==> images/m1.png <==
(2 px per um) Supply wires on this layer in grey.
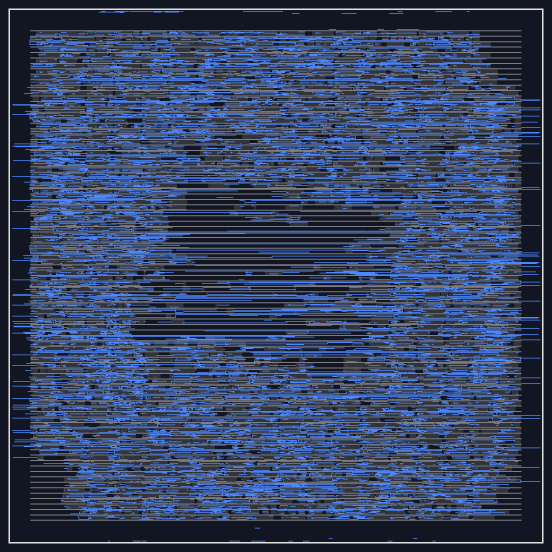
==> images/m2.png <==
(2 px per um)
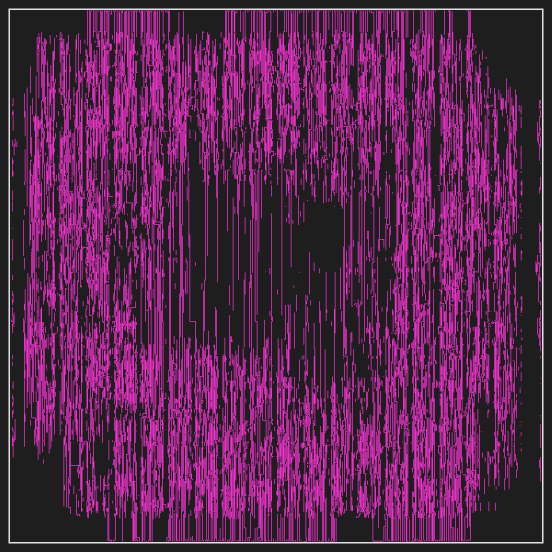
### src/rtl/s_pea_cfg_sequencer.sv
// PE array configuration sequencer: shadow-bank load, atomic commit, run gating and drain-to-NOP.
// Optional macro S_PEA_CFG_SEQ_DBL_BUF_EN lets the next bank load while the array runs.
module s_pea_cfg_sequencer #(
   parameter int unsigned N_PE         = 16,
   parameter int unsigned CFG_W        = 32,
   parameter int unsigned DRAIN_CYCLES = 4
) (
   input  logic                    clk_i,
   input  logic                    rst_i,
   input  logic                    cfg_valid_i,
   output logic                    cfg_ready_o,
   input  logic [CFG_W-1:0]        cfg_data_i,
   input  logic                    cfg_last_i,
   input  logic                    start_i,
   input  logic                    stop_i,
   input  logic [N_PE-1:0]         pea_valid_i,
   output logic [N_PE*CFG_W-1:0]   ctrl_pe_o,
   output logic                    pea_ready_o,
   output logic                    busy_o,
   output logic                    cfg_err_o
);

   localparam int unsigned IDX_W = (N_PE > 1) ? $clog2(N_PE) : 1;
   localparam int unsigned CNT_W = $clog2(DRAIN_CYCLES + 1);
   localparam logic [IDX_W-1:0] IDX_LAST = IDX_W'(N_PE - 1);
   localparam logic [CNT_W-1:0] CNT_LAST = CNT_W'(DRAIN_CYCLES - 1);
   localparam logic [CNT_W-1:0] CNT_SAT  = CNT_W'(DRAIN_CYCLES);

`ifdef S_PEA_CFG_SEQ_DBL_BUF_EN
   localparam logic DBL_BUF = 1'b1;
`else
   localparam logic DBL_BUF = 1'b0;
`endif

   typedef enum logic [2:0] {
      S_IDLE,
      S_LOAD,
      S_ARMED,
      S_RUN,
      S_DRAIN
   } state_e;

   state_e                        state_q;
   logic [IDX_W-1:0]              wr_idx_q, wr_idx_d;
   logic [CNT_W-1:0]              drain_cnt_q;
   logic                          shadow_valid_q, shadow_valid_d;
   logic [N_PE-1:0][CFG_W-1:0]    shadow_q;
   logic [N_PE*CFG_W-1:0]         ctrl_q;
   logic                          cfg_ready_q;
   logic                          pea_ready_q;
   logic                          busy_q;
   logic                          cfg_err_q;

   logic cfg_fire_c;
   logic at_end_c;
   logic bank_done_d;
   logic bank_err_d;
   logic run_ready_c;
   logic drain_exit_c;
   logic drain_to_armed_c;

   assign cfg_fire_c = cfg_valid_i & cfg_ready_q;
   assign at_end_c   = (wr_idx_q == IDX_LAST);

   // Bank-length bookkeeping shared by the idle load path and the run-time load path.
   always_comb begin
      wr_idx_d       = wr_idx_q;
      bank_done_d    = 1'b0;
      bank_err_d     = 1'b0;
      shadow_valid_d = shadow_valid_q;
      if (cfg_fire_c) begin
         if (at_end_c && cfg_last_i) begin
            bank_done_d    = 1'b1;
            wr_idx_d       = '0;
            shadow_valid_d = 1'b1;
         end else if (at_end_c || cfg_last_i) begin
            bank_err_d     = 1'b1;
            wr_idx_d       = '0;
            shadow_valid_d = 1'b0;
         end else begin
            wr_idx_d = wr_idx_q + IDX_W'(1);
         end
      end
   end

   assign run_ready_c      = DBL_BUF & ~shadow_valid_d;
   assign drain_to_armed_c = DBL_BUF & shadow_valid_d;
   assign drain_exit_c     = (pea_valid_i == '0) || (drain_cnt_q == CNT_LAST);

   // Shadow bank storage; contents are only meaningful once shadow_valid is set.
   always_ff @(posedge clk_i) begin
      if (cfg_fire_c) begin
         shadow_q[wr_idx_q] <= cfg_data_i;
      end
   end

   always_ff @(posedge clk_i or posedge rst_i) begin
      if (rst_i) begin
         state_q        <= S_IDLE;
         wr_idx_q       <= '0;
         drain_cnt_q    <= '0;
         shadow_valid_q <= 1'b0;
         ctrl_q         <= '0;
         cfg_ready_q    <= 1'b0;
         pea_ready_q    <= 1'b0;
         busy_q         <= 1'b0;
         cfg_err_q      <= 1'b0;
      end else begin
         wr_idx_q <= wr_idx_d;
         if (bank_err_d) begin
            cfg_err_q <= 1'b1;
         end
         case (state_q)
            S_IDLE, S_LOAD: begin
               if (bank_done_d) begin
                  state_q        <= S_ARMED;
                  shadow_valid_q <= 1'b1;
                  cfg_ready_q    <= 1'b0;
               end else if (bank_err_d) begin
                  state_q        <= S_IDLE;
                  shadow_valid_q <= 1'b0;
                  cfg_ready_q    <= 1'b1;
               end else begin
                  if (cfg_fire_c) begin
                     state_q <= S_LOAD;
                  end
                  cfg_ready_q <= 1'b1;
               end
            end
            S_ARMED: begin
               // Stop has priority over a simultaneous start.
               if (stop_i) begin
                  state_q        <= S_IDLE;
                  shadow_valid_q <= 1'b0;
                  cfg_ready_q    <= 1'b1;
               end else if (start_i) begin
                  state_q        <= S_RUN;
                  shadow_valid_q <= 1'b0;
                  ctrl_q         <= shadow_q;
                  pea_ready_q    <= 1'b1;
                  busy_q         <= 1'b1;
                  cfg_ready_q    <= DBL_BUF;
               end
            end
            S_RUN: begin
               shadow_valid_q <= shadow_valid_d;
               cfg_ready_q    <= run_ready_c;
               if (stop_i) begin
                  state_q     <= S_DRAIN;
                  drain_cnt_q <= '0;
               end
            end
            S_DRAIN: begin
               shadow_valid_q <= shadow_valid_d;
               if (drain_exit_c) begin
                  ctrl_q      <= '0;
                  pea_ready_q <= 1'b0;
                  busy_q      <= 1'b0;
                  if (drain_to_armed_c) begin
                     state_q     <= S_ARMED;
                     cfg_ready_q <= 1'b0;
                  end else begin
                     state_q     <= S_IDLE;
                     cfg_ready_q <= 1'b1;
                  end
               end else begin
                  if (drain_cnt_q != CNT_SAT) begin
                     drain_cnt_q <= drain_cnt_q + CNT_W'(1);
                  end
                  cfg_ready_q <= run_ready_c;
               end
            end
            default: begin
               state_q <= S_IDLE;
            end
         endcase
      end
   end

   assign cfg_ready_o = cfg_ready_q;
   assign ctrl_pe_o   = ctrl_q;
   assign pea_ready_o = pea_ready_q;
   assign busy_o      = busy_q;
   assign cfg_err_o   = cfg_err_q;

endmodule
### config.mk
export PLATFORM = sky130hd
export DESIGN_NAME = s_pea_cfg_sequencer
export DESIGN_NICKNAME = d
export VERILOG_FILES = /design/src/rtl/s_pea_cfg_sequencer.sv
export SDC_FILE = /design/constraint.sdc
export NUM_CORES = 1
export LEC_CHECK = 0
export CAP_MARGIN = 20
export CORE_MARGIN = 10
export CORE_UTILIZATION = 57
export CTS_CLUSTER_SIZE = 14
export DETAILED_ROUTE_END_ITERATION = 10
export GPL_TIMING_DRIVEN = 0
export PLACE_DENSITY = 0.87
export RECOVER_POWER = 25
export SETUP_SLACK_MARGIN = 0.1
export SYNTH_ARGS = -nofsm -noshare
export SYNTH_HDL_FRONTEND = slang
export SYNTH_SLANG_ARGS = --single-unit
### constraint.sdc
create_clock -name clk_i -period 36.9 [get_ports clk_i]
set_clock_uncertainty 0.05 [all_clocks]
set_input_delay 7.38 -clock clk_i [delete_from_list [all_inputs] [get_ports clk_i]]
set_output_delay 7.38 -clock clk_i [all_outputs]
set_load 0.05 [all_outputs]
==> results.txt <==
Yosys reg bits - 1037
final wirelength - 117800 um
violated checks - antenna rules, capacitance limit, slew limit
Clock Tree Buf Depth - 3
post-layout period usage - 39.90%
Post-synth top cells - dfrtp_1 (525), a22o_1 (512), edfxtp_1 (512), buf_6 (54), clkbuf_1 (54)
Pleak - 18.13 nW
Final ANT Viol Nets - 1
Tmin final - 14.72 ns
CTS clock-pin slew for the worst setup and hold paths - 0.06 ns
Setup Fix Bufs, Post-CTS - 0
Area Overhead vs Synth - 30.26%
IO buf count - 569
sw frac - 20.74%
Setup crit end - ctrl_pe_o[510]$_DFFE_PP0P_
Hold Worst Slack - 0.4023 ns
overall die width - 266.1 um
Die Y - 266.1 um
largest area contributor in the netlist - edfxtp_1
DR iter-0 viols - 2630
final instance area - 44950 sq um
worst reg2reg startpoint - drain_cnt_q[0]$_DFFE_PP0P_
distinct lib cells - 37
Post-Layout Cell Count - 3328
ratio of routed vias to standard cells - 6.486
total sequential power - 1.24 mW
total number of yosys warnings - 0
slew margin rel. - -389.0%
crit-path max FO - 126
post-synthesis cell area - 34510 sq um
hold path cells - 1
worst setup path class - primary input to async pin
endpoint class of the critical path - async pin
Power, Total - 2.354 mW
core area - 60130 sq um
Worst Reg-to-Reg Cells - 7
worst hold start - shadow_q[219]$_DFFE_PP_
outcome - complete, but fails checks
worst skew pair latency - 0.65 ns
routed len/inst - 35.40 um
yosys stat area - 34510 sq um
CTS Buf Count - 98
placed cell area - 41600 sq um
first-pass GRT wire length - 165500 um
sequential fraction of design power - 52.5%
Top cells by area - edfxtp_1 (45%), dfrtp_1 (38%), a22o_1 (13%)
asr flop ratio synth - 50.63%
Fin Setup TNS - 0 ns
f_max - 67.92 MHz
GR Overflow Total - 0
VDD IR-drop max - 49.58 uV
Placed Cells - 3139
# IOs - 570
Least-Margin Pin Slew - 7.334 ns
pin count of the biggest net entering global routing - 139
clock share of power - 45.2%
total track usage - 32.74%
post-DP HPWL - 76540 um
flop2flop setup slack - 34.10 ns
Seq/Total Area, Yosys - 82.62%
Post-Synthesis Cells - 1770
required time of the critical path - 35.77 ns
RR Endpoint - ctrl_pe_o[226]$_DFFE_PP0P_
Avg Inst Size Synth - 19.50 sq um
CTS tree - done
Top cell area share - 44.55%
htree depth - 3
number of cells in Yosys stat - 1770
power density cells - 52.37 nW/um^2
residual DRC count - 0
Synth Flop Type - dfrtp_1
Hold-fix buffers, CTS - 0
RSZ-0062 raised after global routing - no
combinational share of power - 2.2%
Final GP Congestion - 0.8831
Int Power - 1.866 mW
combinational power - 0.0529 mW
count leader, synth - dfrtp_1
MaxCap Viol Count - 2
worst setup path startpoint - rst_i
Nets - 2520
final max-slew violation count - 266
CP startpoint kind - primary input
Hold Fails Final Rpt - 0
floorplan core density - 57.39%
sw power - 0.4883 mW
# clock sinks - 1037
CTS resizes - 0
Synth Net Count - 1833
crit path DAT - 13.60 ns
layout cells sized above 1 - 9.728%
Root Buffer - clkbuf_16
Top Consumer - registers
Vias - 21585
Worst Hold Path EP - ctrl_pe_o[219]$_DFFE_PP0P_
path category of the worst min-delay check - flop to flop
P_clk - 1.06 mW
die area - 70790 sq um
Initial DRT Pass Iterations - 5
vias in the first global route - 22670
standard-cell rows - 90
initial antenna violation count - 3
number of fill cells - 3167
tool warnings - 60
Post-synth EDFFs - 512
final setup vio count - 0
Notes on m1.png above:
share of all routed wire = 35%
wire length on this layer = 41.4 mm
longest straight run = 147 um

Notes on m2.png above:
share of all routed wire = 49%
wire length on this layer = 57.6 mm
main direction = vertical
nets with wire on the layer = 2404
longest straight run = 129 um

routing by layer:
metal	vias up	share of wire (%)	global-route usage (%)
met2	1654	49	54.05
met4	2	5.8	17.71
met3	338	10	8.682
li1	8361	-	-
met5	-	0.011	0
met1	11230	35	39.04
metrics by stage:
| stage | util (%) | setup WS (ns) |
|---|---|---|
| floorplan | - | 14.80 |
| global placement | 68.49 | 9.249 |
| detailed placement | 69.18 | 26.91 |
| CTS | 74.81 | 27.34 |
| global route | 74.73 | 20.90 |
| finish | 74.75 | 22.18 |
logic make-up (layout without fill, tap and decap cells):
logic type,count (synthesis),count (layout),synth area share (%)
flip-flops,1037,1037,82.62
AND-OR/OR-AND,538,538,13.46
buffers and inverters,126,895,2.581
AND/OR/NAND/NOR,59,59,0.9644
adder cells (fa/ha/maj),9,9,0.3263
multiplexers,1,1,0.04350
other,0,7,0
layout make-up:
type                    count  area [sq um]  share of cell area, %
repair buffers            587          6038                  13.43
inverters                   7         27.53                0.06124
clock buffers             141          2775                  6.174
multi-input cells         607          5126                  11.40
well taps                 782         978.4                  2.177
flip-flops and latches   1037         28510                  63.43
clock inverters            41         611.8                  1.361
plain buffers             119         864.6                  1.923
diodes                      7         17.52                0.03897
placed cells by master, fill, tap and decap left out, drive strengths merged, types with 2 or more instances in the layout:
cell,instances
o22ai,3
ha,9
dlygate4sd3,27
nand3,6
bufinv,14
a22o,512
nand2b,2
o211ai,2
and3,3
nor3,5
nor3b,3
a31oi,2
nor2,3
diode,7
inv,11
a21oi,7
and2,17
nand2,11
nor4,4
clkinv,20
dfrtp,525
buf,81
o21ai,5
clkinvlp,3
edfxtp,512
clkdlybuf4s50,542
a21o,2
clkbuf,197
critical path, cell delays in order:
cell           delay (ns)
dlygate4sd3_1        0.57
clkinvlp_2           0.38
clkbuf_1             5.01
Power and IR drop assume default switching activity.
